run_1/placement.png
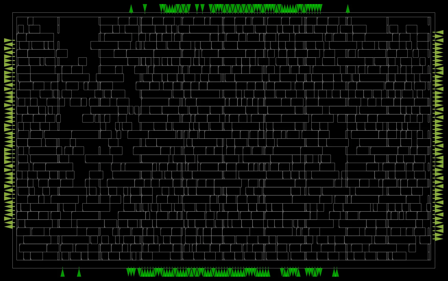
run_1/logic_types.png
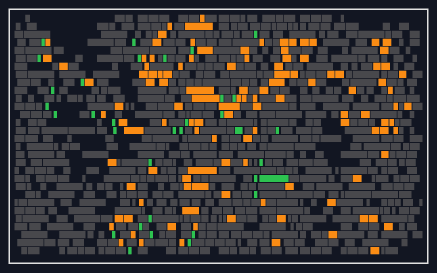
run_1/clk_routes.png
Bar = 50 µm.
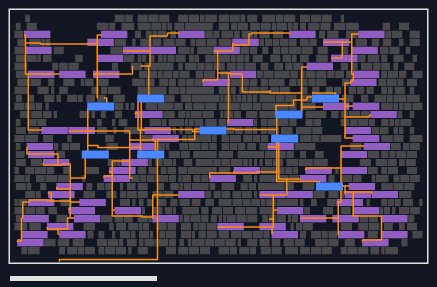
### src/rtl/mem_stage_lsu.sv
// mem_stage_lsu: memory-access pipeline stage between EX/MEM and MEM/WB.
// Issues loads/stores over a req/gnt/rvalid bus, formats load data by size
// and sign, and passes ALU results straight through for non-memory ops.
// Optional build macro LSU_TIMEOUT_EN adds a bus watchdog that aborts an
// access stuck in REQ or WAIT_RD for TIMEOUT_CYCLES cycles.
module mem_stage_lsu #(
    parameter int ADDR_W         = 32,
    parameter int TIMEOUT_CYCLES = 255
) (
    input  logic              clk,
    input  logic              reset_n,
    input  logic              in_valid,
    input  logic [31:0]       alu_result,
    input  logic [31:0]       store_data,
    input  logic              mem_read,
    input  logic              mem_write,
    input  logic [2:0]        funct3,
    input  logic              reg_write_in,
    input  logic [4:0]        rd_idx_in,
    output logic              stall,
    output logic              out_valid,
    output logic [31:0]       wb_data_out,
    output logic              reg_write_out,
    output logic [4:0]        rd_idx_out,
    output logic              misalign_err,
    output logic              dmem_req,
    output logic              dmem_we,
    output logic [ADDR_W-1:0] dmem_addr,
    output logic [3:0]        dmem_be,
    output logic [31:0]       dmem_wdata,
    input  logic              dmem_gnt,
    input  logic              dmem_rvalid,
    input  logic [31:0]       dmem_rdata,
    output logic              bus_err
);

    typedef enum logic [1:0] {IDLE, REQ, WAIT_RD} state_t;

    state_t            state_q, state_d;
    logic              capture;
    logic              misaligned;
    logic              timeout;
    logic [ADDR_W-1:0] addr_q;
    logic [3:0]        be_q;
    logic [31:0]       wdata_q;
    logic [2:0]        f3_q;
    logic [4:0]        rd_q;
    logic              rw_q;
    logic              we_q;

    if (TIMEOUT_CYCLES < 1) begin : g_bad_timeout
        $error("TIMEOUT_CYCLES must be at least 1");
    end

    // Byte enables for an access of size sz (00 B, 01 H, else W) at byte lane.
    function automatic logic [3:0] lane_be(input logic [1:0] sz, input logic [1:0] lane);
        case (sz)
            2'b00:   return 4'b0001 << lane;
            2'b01:   return 4'b0011 << lane;
            default: return 4'b1111;
        endcase
    endfunction

    // Replicate the store operand so every lane the enables select carries it.
    function automatic logic [31:0] lane_wdata(input logic [1:0] sz, input logic [31:0] sd);
        case (sz)
            2'b00:   return {4{sd[7:0]}};
            2'b01:   return {2{sd[15:0]}};
            default: return sd;
        endcase
    endfunction

    // Pick the addressed byte/half and extend it; f3[2] selects zero-extension.
    function automatic logic [31:0] fmt_load(input logic [2:0] f3, input logic [1:0] lane,
                                             input logic [31:0] rdata);
        logic [31:0] sh;
        sh = rdata >> {lane, 3'b000};
        case (f3[1:0])
            2'b00:   return f3[2] ? {24'h0, sh[7:0]}  : {{24{sh[7]}}, sh[7:0]};
            2'b01:   return f3[2] ? {16'h0, sh[15:0]} : {{16{sh[15]}}, sh[15:0]};
            default: return rdata;
        endcase
    endfunction

    assign misaligned = ((funct3[1:0] == 2'b01) && alu_result[0]) ||
                        (funct3[1] && (alu_result[1:0] != 2'b00));

`ifdef LSU_TIMEOUT_EN
    localparam int CNT_W = ($clog2(TIMEOUT_CYCLES + 1) > 8) ? $clog2(TIMEOUT_CYCLES + 1) : 8;

    logic [CNT_W-1:0] cnt_q;

    assign timeout = (cnt_q == CNT_W'(TIMEOUT_CYCLES - 1));

    // Watchdog: restarts on every state change, counts cycles spent waiting on the bus.
    always_ff @(posedge clk or negedge reset_n) begin
        if (!reset_n) begin
            cnt_q <= '0;
        end else if (state_d != state_q) begin
            cnt_q <= '0;
        end else if (state_q != IDLE) begin
            cnt_q <= cnt_q + 1'b1;
        end
    end
`else
    assign timeout = 1'b0;
`endif

    // State register.
    always_ff @(posedge clk or negedge reset_n) begin
        if (!reset_n) begin
            state_q <= IDLE;
        end else begin
            state_q <= state_d;
        end
    end

    // Capture the access when it leaves IDLE so the bus sees stable values until gnt.
    always_ff @(posedge clk or negedge reset_n) begin
        if (!reset_n) begin
            addr_q  <= '0;
            be_q    <= '0;
            wdata_q <= '0;
            f3_q    <= '0;
            rd_q    <= '0;
            rw_q    <= 1'b0;
            we_q    <= 1'b0;
        end else if (capture) begin
            addr_q  <= alu_result[ADDR_W-1:0];
            be_q    <= lane_be(funct3[1:0], alu_result[1:0]);
            wdata_q <= lane_wdata(funct3[1:0], store_data);
            f3_q    <= funct3;
            rd_q    <= rd_idx_in;
            rw_q    <= reg_write_in;
            we_q    <= mem_write;
        end
    end

    // Next-state and output decode; in_valid is gated by reset so outputs read 0 in reset.
    always_comb begin
        state_d       = state_q;
        capture       = 1'b0;
        stall         = 1'b0;
        out_valid     = 1'b0;
        wb_data_out   = '0;
        reg_write_out = 1'b0;
        rd_idx_out    = '0;
        misalign_err  = 1'b0;
        dmem_req      = 1'b0;
        dmem_we       = 1'b0;
        dmem_addr     = '0;
        dmem_be       = '0;
        dmem_wdata    = '0;
        bus_err       = 1'b0;
        case (state_q)
            IDLE: begin
                if (in_valid && reset_n) begin
                    if (!(mem_read || mem_write)) begin
                        out_valid     = 1'b1;
                        wb_data_out   = alu_result;
                        reg_write_out = reg_write_in;
                        rd_idx_out    = rd_idx_in;
                    end else if (misaligned) begin
                        misalign_err = 1'b1;
                        out_valid    = 1'b1;
                        rd_idx_out   = rd_idx_in;
                    end else begin
                        stall   = 1'b1;
                        capture = 1'b1;
                        state_d = REQ;
                    end
                end
            end
            REQ: begin
                stall      = 1'b1;
                dmem_req   = 1'b1;
                dmem_we    = we_q;
                dmem_addr  = {addr_q[ADDR_W-1:2], 2'b00};
                dmem_be    = be_q;
                dmem_wdata = wdata_q;
                if (dmem_gnt) begin
                    if (we_q) begin
                        stall      = 1'b0;
                        out_valid  = 1'b1;
                        rd_idx_out = rd_q;
                        state_d    = IDLE;
                    end else begin
                        state_d = WAIT_RD;
                    end
                end else if (timeout) begin
                    stall      = 1'b0;
                    out_valid  = 1'b1;
                    bus_err    = 1'b1;
                    rd_idx_out = rd_q;
                    state_d    = IDLE;
                end
            end
            WAIT_RD: begin
                stall = 1'b1;
                if (dmem_rvalid) begin
                    stall         = 1'b0;
                    out_valid     = 1'b1;
                    wb_data_out   = fmt_load(f3_q, addr_q[1:0], dmem_rdata);
                    reg_write_out = rw_q;
                    rd_idx_out    = rd_q;
                    state_d       = IDLE;
                end else if (timeout) begin
                    stall      = 1'b0;
                    out_valid  = 1'b1;
                    bus_err    = 1'b1;
                    rd_idx_out = rd_q;
                    state_d    = IDLE;
                end
            end
            default: state_d = IDLE;
        endcase
    end

endmodule

### config.mk
export PLATFORM = sky130hd
export DESIGN_NAME = mem_stage_lsu
export DESIGN_NICKNAME = d
export VERILOG_FILES = /design/src/rtl/mem_stage_lsu.sv
export SDC_FILE = /design/constraint.sdc
export NUM_CORES = 1
export LEC_CHECK = 0
export CORE_ASPECT_RATIO = 0.6
export CORE_UTILIZATION = 43
export DETAILED_ROUTE_END_ITERATION = 10
export PLACE_DENSITY = 0.82
export SYNTH_ARGS = -nofsm -noshare
export SYNTH_HDL_FRONTEND = slang
export SYNTH_SLANG_ARGS = --single-unit
### constraint.sdc
create_clock -name clk -period 2.45 [get_ports clk]
set_input_delay 0.49 -clock clk [delete_from_list [all_inputs] [get_ports clk]]
set_output_delay 0.49 -clock clk [all_outputs]
set_load 0.005 [all_outputs]
==> results.json, run 1 <==
{
  "p_sw_mw": 2.11,
  "clk_pin_slew_worst_paths_ps": 70,
  "power_density_nw_per_um2": 693,
  "dp_hpwl_um": 13300,
  "p_comb_mw": 2.89,
  "met1_usage_pct": 46.4,
  "inverters_excl_clock": 6,
  "via_per_inst": 5.70,
  "dpl_cell_area_um2": 7720,
  "flop_cell": "dfrtp_1",
  "path_delay_family": "buffers and inverters",
  "place_ws_ps": -602,
  "cp_cell_sequence": "clkinvlp_4 > buf_6 > nor3_4 > a211oi_4 > buf_4 > buf_4 > buf_6 > o21ai_2 > buf_2",
  "grt.overflow.total": 0,
  "met2_usage_pct": 48.7,
  "slowest_delay_ps": 470,
  "syn_area_um2": 5040,
  "wl_met1_um": 9800,
  "fin_area_um2": 8910,
  "initialDrtViolationCount": 491,
  "clock_path_buffers": 2,
  "common_cells": "dfrtp_1 (80), and2_1 (70), mux2_2 (50), o21ai_0 (50), mux2i_1 (34)",
  "setup.worst_path.end_class": "primary output",
  "pg_seq_mw": 1.98,
  "final_cell_mix": "clkdlybuf4s50_1 (142), buf_4 (82), dfrtp_1 (78)",
  "yosys.area_share.aoi_pct": 18.9,
  "htreeDepth": 3,
  "seqPwrFrac_pct": 32.1,
  "power_leader": "combinational cells",
  "ys_cells": 510,
  "hold_class": "in2async",
  "met2_length_um": 9610,
  "yosys.stat.seqShare_pct": 39.8,
  "reg2reg_depth": 6,
  "cp-start-kind": "register",
  "comb-cell-share_pct": 34.7,
  "dp_cells": 912,
  "yosys_area_um2": 5040,
  "synthTopLogicFamily": "multiplexers",
  "required_ps": 1960,
  "adder_share_pct": 0,
  "post_drt_wl_per_cell_um": 22.3,
  "cts_tree": "yes",
  "highest_layer": "met5",
  "wl_met3_um": 2020,
  "edf_count": 0,
  "global_route.usage.met3_pct": 8.10,
  "ys_types": 45,
  "drc": 0,
  "power_switching_share_pct": 34.1,
  "grt_pass1_vias": 5214,
  "antenna_found_initial": 2,
  "internal-power_mw": 4.06,
  "r2r_slack_ps": 30,
  "cts-root-buf": "clkbuf_16",
  "slew_viol_final": 0,
  "dominant_cells": "buffers",
  "cts_resized": 244,
  "die_x_um": 142,
  "simple_gate_share_pct": 16.0,
  "setup_ws_ps": -200,
  "async_flop_share_pct": 100,
  "warnings": 28,
  "rsz0062_at_grt": "true",
  "slowest_stage": "dfrtp_2",
  "run_status": "finished with violations",
  "largestRegisters": "addr_q: 32 flops, wdata_q: 32 flops, rd_q: 5 flops",
  "post-cts-setup-buffer-count": 38,
  "yosysWarnings": 0,
  "clkCellAreaFrac_pct": 3.16,
  "cts_made_buffers": 9,
  "peakVddDrop_v": 0.000481,
  "fin_crit_ps": 2650,
  "logic_gates": 380,
  "nClkBuffers": 10,
  "io_buffer_count": 220,
  "power_mw": 6.17,
  "fmax_ghz": 0.377,
  "mux_share_pct": 19.3,
  "die_h_um": 85.8,
  "syn_area_per_cell_um2": 9.87,
  "drive_gt1_share_pct": 37.0,
  "r2r-end": "addr_q[4]",
  "diodes": 4,
  "ys_ff": 80,
  "worst_pin_slew_ps": 791,
  "worst_clock_skew_ps": 5.79,
  "setup_viol": 65,
  "powerClk_mw": 1.30,
  "seqCellArea_um2": 2000,
  "syn_to_final_growth_pct": 76.8,
  "antenna_left": 0,
  "crit_buf_inv": 6,
  "dieArea_um2": 12200,
  "post-route-util_pct": 78.6,
  "post-route-period-util_pct": 108,
  "clock_power_share_pct": 21.1,
  "timing.critical_path.to": "wb_data_out[16]",
  "violations": "negative setup slack",
  "finalHoldViolCount": 0,
  "drt_wl_total_um": 22100,
  "top_cell": "dfrtp_1",
  "postCtsHoldBufs": 0,
  "finalNonFillerCells": 991,
  "ys_sh_xor_pct": 0.348,
  "leakage_nw": 4.22,
  "io_pins": 224,
  "grt_max_degree": 71,
  "layout_top_cell": "clkdlybuf4s50_1",
  "critical_path.startpoint": "addr_q[0]",
  "buf_share_pct": 37.0,
  "timing.slew.headroom_pct": 47.3,
  "critPathKind": "reg2out",
  "grt_pass1_wl_um": 29400,
  "path_depth": 9,
  "syn_inst": 510,
  "num-nets-final": 934,
  "detail_route.first_pass.iterations": 5,
  "initCoreUtil_pct": 44.4,
  "gp_congestion": 0.912,
  "grt.busiest_layer": "met2",
  "cap_violations": 0,
  "layout.area.comb_um2": 3090,
  "hold_ws_ps": 185,
  "cts_sinks": 80
}
-- placement.png (at the start) --
Seq area share: 22.5%
filler cell count: 689
TAP cells: 160
num rows: 30
Core Area: 11,300 µm²

-- logic_types.png (at the start) --
Key: inverting AOI/OAI gates = orange [cells 116, most used a21oi_2, where spread over the die]; NAND gates = green [cells 34, most used nand2_1]

-- clk_routes.png (at the start) --
Key: clock drivers = blue [count 9]; flip-flops = purple [count 80]; clock wires = orange [length 1,110 µm]
There are 10 routed clock nets.

## Run 2: what changed since run 1
--- a/config.mk
+++ b/config.mk
@@ -12,3 +12,4 @@
 export SYNTH_ARGS = -nofsm -noshare
 export SYNTH_HDL_FRONTEND = slang
 export SYNTH_SLANG_ARGS = --single-unit
+export TNS_END_PERCENT = 100
==> run 2 against run 1 <==
Design area did not move. Synthesized cell count unchanged. Routed wire length unchanged. First-iteration DRC count unchanged. Utilization unchanged. The run still ends with negative setup slack left. Critical path type unchanged. Via count unchanged. Clock skew did not move. Synthesized area stayed put.
==> results.json, run 2 <==
{
  "ys_ff": 80,
  "ys_types": 45,
  "path_delay_family": "buffers and inverters",
  "rsz0062_at_grt": "true",
  "clk_pin_slew_worst_paths_ps": 70,
  "initCoreUtil_pct": 44.4,
  "io_buffer_count": 220,
  "grt.overflow.total": 0,
  "path_depth": 9,
  "antenna_found_initial": 2,
  "core_um2": 11300,
  "slew_viol_final": 0,
  "non_clock_buffer_count": 345,
  "clock_path_buffers": 2,
  "peakVddDrop_v": 0.000481,
  "common_cells": "dfrtp_1 (80), and2_1 (70), mux2_2 (50), o21ai_0 (50), mux2i_1 (34)",
  "hold_class": "in2async",
  "layout_top_cell": "clkdlybuf4s50_1",
  "cts-root-buf": "clkbuf_16",
  "mux_share_pct": 19.3,
  "slowest_delay_ps": 470,
  "post_drt_wl_per_cell_um": 22.3,
  "logic_gates": 380,
  "timing.slew.headroom_pct": 47.3,
  "place_ws_ps": -602,
  "antenna_left": 0,
  "clkCellAreaFrac_pct": 3.16,
  "slowest_stage": "dfrtp_2",
  "hold_ws_ps": 185,
  "cts_made_buffers": 9,
  "htreeDepth": 3,
  "leakage_nw": 4.22,
  "gp_congestion": 0.912,
  "setup.worst_path.end_class": "primary output",
  "layout.area.comb_um2": 3090,
  "yosys_area_um2": 5040,
  "grt_max_degree": 71,
  "dp_cells": 912,
  "flop_cell": "dfrtp_1",
  "syn_area_per_cell_um2": 9.87,
  "cap_violations": 0,
  "yosysWarnings": 0,
  "inverters_excl_clock": 6,
  "nClkBuffers": 10,
  "worst_clock_skew_ps": 5.79,
  "via_per_inst": 5.70,
  "num-nets-final": 934,
  "setup_viol": 65,
  "grt_pass1_wl_um": 29400,
  "dieArea_um2": 12200,
  "finalHoldViolCount": 0,
  "power_leader": "combinational cells",
  "drive_gt1_share_pct": 37.0,
  "r2r_slack_ps": 30,
  "die_x_um": 142,
  "cts_sinks": 80,
  "grt.busiest_layer": "met2",
  "power_mw": 6.17,
  "drt_wl_total_um": 22100,
  "postCtsHoldBufs": 0,
  "async_flop_share_pct": 100,
  "yosys.area_share.aoi_pct": 18.9,
  "taps": 160,
  "p_comb_mw": 2.89,
  "post-cts-setup-buffer-count": 38,
  "wl_met1_um": 9800,
  "cp_cell_sequence": "clkinvlp_4 > buf_6 > nor3_4 > a211oi_4 > buf_4 > buf_4 > buf_6 > o21ai_2 > buf_2",
  "die_h_um": 85.8,
  "highest_layer": "met5",
  "internal-power_mw": 4.06,
  "final_cell_mix": "clkdlybuf4s50_1 (142), buf_4 (82), dfrtp_1 (78)",
  "buf_share_pct": 37.0,
  "drc": 0,
  "dpl_cell_area_um2": 7720,
  "grt_pass1_vias": 5214,
  "cts_tree": "yes",
  "io_pins": 224,
  "post-route-period-util_pct": 108,
  "clock_power_share_pct": 21.1,
  "powerClk_mw": 1.30,
  "syn_area_um2": 5040,
  "global_route.usage.met3_pct": 8.10,
  "required_ps": 1960,
  "reg2reg_depth": 6,
  "fill_cells": 689,
  "dominant_cells": "buffers",
  "power_switching_share_pct": 34.1,
  "sh_seq_area_pct": 22.5,
  "cts_resized": 244,
  "violations": "negative setup slack",
  "p_sw_mw": 2.11,
  "pg_seq_mw": 1.98,
  "power_density_nw_per_um2": 693,
  "seqPwrFrac_pct": 32.1,
  "fin_crit_ps": 2650,
  "run_status": "finished with violations",
  "setup_ws_ps": -200,
  "critPathKind": "reg2out",
  "wl_met3_um": 2020,
  "worst_pin_slew_ps": 791,
  "fmax_ghz": 0.377,
  "yosys.stat.seqShare_pct": 39.8,
  "rows": 30,
  "ys_cells": 510,
  "r2r-end": "addr_q[4]",
  "dp_hpwl_um": 13300,
  "comb-cell-share_pct": 34.7,
  "syn_inst": 510,
  "top_cell": "dfrtp_1",
  "diodes": 4,
  "syn_to_final_growth_pct": 76.8,
  "synthTopLogicFamily": "multiplexers",
  "adder_share_pct": 0,
  "met2_usage_pct": 48.7,
  "met2_length_um": 9610,
  "largestRegisters": "addr_q: 32 flops, wdata_q: 32 flops, rd_q: 5 flops",
  "detail_route.first_pass.iterations": 5,
  "cp-start-kind": "register",
  "simple_gate_share_pct": 16.0,
  "met1_usage_pct": 46.4,
  "edf_count": 0,
  "initialDrtViolationCount": 491,
  "ys_sh_xor_pct": 0.348
}
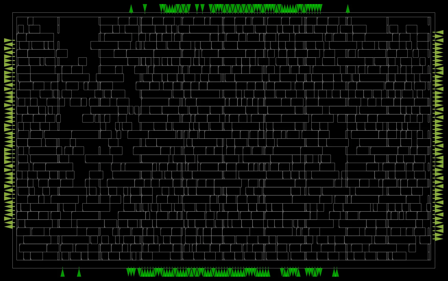
run_2/placement.png
final core utilization: 78.6%
non-filler cells, final: 991
flip-flops: 80

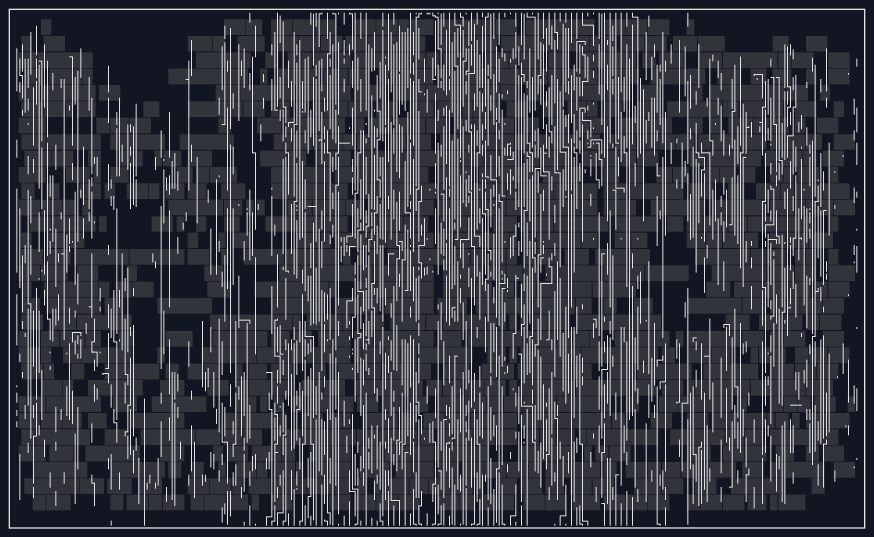
run_2/layer_met2.png
The longest straight run is 59.8 µm. The layer carries 9,610 µm of wire. The layer holds 43% of the routed length. 836 nets have wire on it. The wires run mostly vertical.

## Run 3: what changed since run 2
--- a/config.mk
+++ b/config.mk
@@ -6,8 +6,10 @@
 export NUM_CORES = 1
 export LEC_CHECK = 0
 export CORE_ASPECT_RATIO = 0.6
+export CORE_MARGIN = 4
 export CORE_UTILIZATION = 43
 export DETAILED_ROUTE_END_ITERATION = 10
+export GPL_ROUTABILITY_DRIVEN = 0
 export PLACE_DENSITY = 0.82
 export SYNTH_ARGS = -nofsm -noshare
 export SYNTH_HDL_FRONTEND = slang
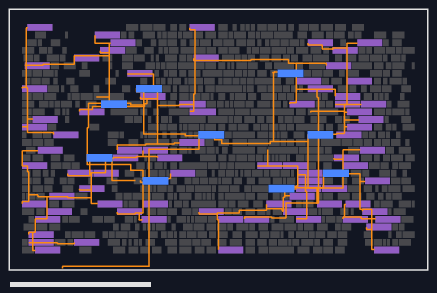
run_3/clk_routes.png
Bar = 50 µm.
Key: flip-flops = purple [count 80]; clock wires = orange [length 1,260 µm]; clock drivers = blue [count 9]
Position of the flops: spread over the die.
Clk pwr share: 25.4%
Latency at later pin: 350 ps
Final Skew: 11.0 ps
clk pwr: 1.61 mW

==> run 3 against run 2 <==
The flow still finishes with violations (negative setup slack). Sequential share of layout area down 0.44 points. Flip-flop count unchanged. Via count up 4.0%. Largest power group unchanged. Register-to-register slack improved by 210 ps. Clock power is 24% higher. Total power increased by 3.0%. Non-clock buffer count shrank 10.
==> results.json, run 3 <==
{
  "htreeDepth": 3,
  "ys_sh_xor_pct": 0.348,
  "place_ws_ps": -626,
  "reg2reg_depth": 6,
  "power_leader": "combinational cells",
  "postCtsHoldBufs": 0,
  "ys_cells": 510,
  "hold_ws_ps": 255,
  "dpl_cell_area_um2": 7720,
  "rows": 30,
  "dp_cells": 914,
  "finalNonFillerCells": 977,
  "cp_cell_sequence": "buf_6 > buf_6 > nand3b_1 > o21ai_4 > a211oi_4 > buf_6 > buf_12 > o21ai_2 > buf_2",
  "edf_count": 0,
  "drc": 0,
  "syn_inst": 510,
  "required_ps": 1960,
  "fill_cells": 644,
  "dieArea_um2": 13600,
  "diodes": 0,
  "cts_tree": "yes",
  "r2r-end": "addr_q[31]",
  "layout.area.comb_um2": 3120,
  "synthTopLogicFamily": "multiplexers",
  "die_h_um": 91.8,
  "initialDrtViolationCount": 701,
  "syn_area_per_cell_um2": 9.87,
  "r2r_slack_ps": 240,
  "top_cell": "dfrtp_1",
  "fin_area_um2": 9080,
  "simple_gate_share_pct": 16.0,
  "pg_seq_mw": 1.97,
  "via_per_inst": 6.01,
  "p_comb_mw": 2.77,
  "common_cells": "dfrtp_1 (80), and2_1 (70), mux2_2 (50), o21ai_0 (50), mux2i_1 (34)",
  "flop_cell": "dfrtp_1",
  "dominant_cells": "buffers",
  "cp-start-kind": "register",
  "seqCellArea_um2": 2000,
  "clk_pin_slew_worst_paths_ps": 70,
  "power_switching_share_pct": 33.7,
  "violations": "negative setup slack",
  "wl_met3_um": 3220,
  "syn_to_final_growth_pct": 80.3,
  "p_sw_mw": 2.14,
  "io_pins": 224,
  "setup.worst_path.end_class": "primary output",
  "peakVddDrop_v": 0.000505,
  "non_clock_buffer_count": 335,
  "slew_viol_final": 0,
  "setup_ws_ps": -318,
  "slowest_stage": "dfrtp_2",
  "worstPathArrival_ps": 2280,
  "power_mw": 6.35,
  "post-route-util_pct": 79.9,
  "post_drt_wl_per_cell_um": 25.4,
  "comb-cell-share_pct": 34.4,
  "design.seq.count": 80,
  "mux_share_pct": 19.3,
  "num-nets-final": 924,
  "drt_wl_total_um": 24800,
  "adder_share_pct": 0,
  "run_status": "finished with violations",
  "internal-power_mw": 4.21,
  "drive_gt1_share_pct": 35.6,
  "yosys.stat.seqShare_pct": 39.8,
  "worst_pin_slew_ps": 680,
  "antenna_found_initial": 1,
  "slowest_delay_ps": 460,
  "grt.busiest_layer": "met2",
  "hold_class": "in2async",
  "antenna_left": 0,
  "global_route.usage.met3_pct": 9.63,
  "ys_types": 45,
  "critPathKind": "reg2out",
  "grt_max_degree": 71,
  "cts-root-buf": "clkbuf_16",
  "grt_pass1_vias": 5757,
  "final_cell_mix": "clkdlybuf4s50_1 (103), dfrtp_1 (78), buf_4 (74)",
  "fin_crit_ps": 2770,
  "clock_path_buffers": 2,
  "buf_share_pct": 37.3,
  "initCoreUtil_pct": 44.3,
  "leakage_nw": 4.96,
  "inverters_excl_clock": 6,
  "die_x_um": 148,
  "fmax_ghz": 0.361,
  "largestRegisters": "addr_q: 32 flops, wdata_q: 32 flops, rd_q: 5 flops",
  "timing.critical_path.to": "wb_data_out[18]",
  "seqPwrFrac_pct": 31.0,
  "highest_layer": "met5",
  "grt_pass1_wl_um": 32900,
  "detail_route.first_pass.iterations": 5,
  "crit_buf_inv": 5,
  "cts_sinks": 80,
  "taps": 160,
  "core_um2": 11400,
  "wl_met1_um": 9770,
  "cap_violations": 0,
  "syn_area_um2": 5040,
  "post-cts-setup-buffer-count": 28,
  "met2_length_um": 10700,
  "dp_hpwl_um": 14400,
  "yosys_area_um2": 5040,
  "finalHoldViolCount": 0,
  "critical_path.startpoint": "addr_q[1]",
  "yosysWarnings": 0,
  "met1_usage_pct": 42.2,
  "path_depth": 9,
  "logic_gates": 380,
  "timing.slew.headroom_pct": 54.6,
  "power_density_nw_per_um2": 699,
  "nClkBuffers": 10,
  "io_buffer_count": 220,
  "warnings": 28,
  "setup_viol": 31,
  "post-route-period-util_pct": 113
}
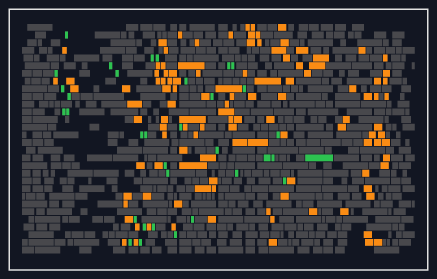
run_3/logic_types.png
Key: NAND gates = green [cells 34, most used nand2_1]; inverting AOI/OAI gates = orange [cells 116]

Power and IR drop assume default switching activity.
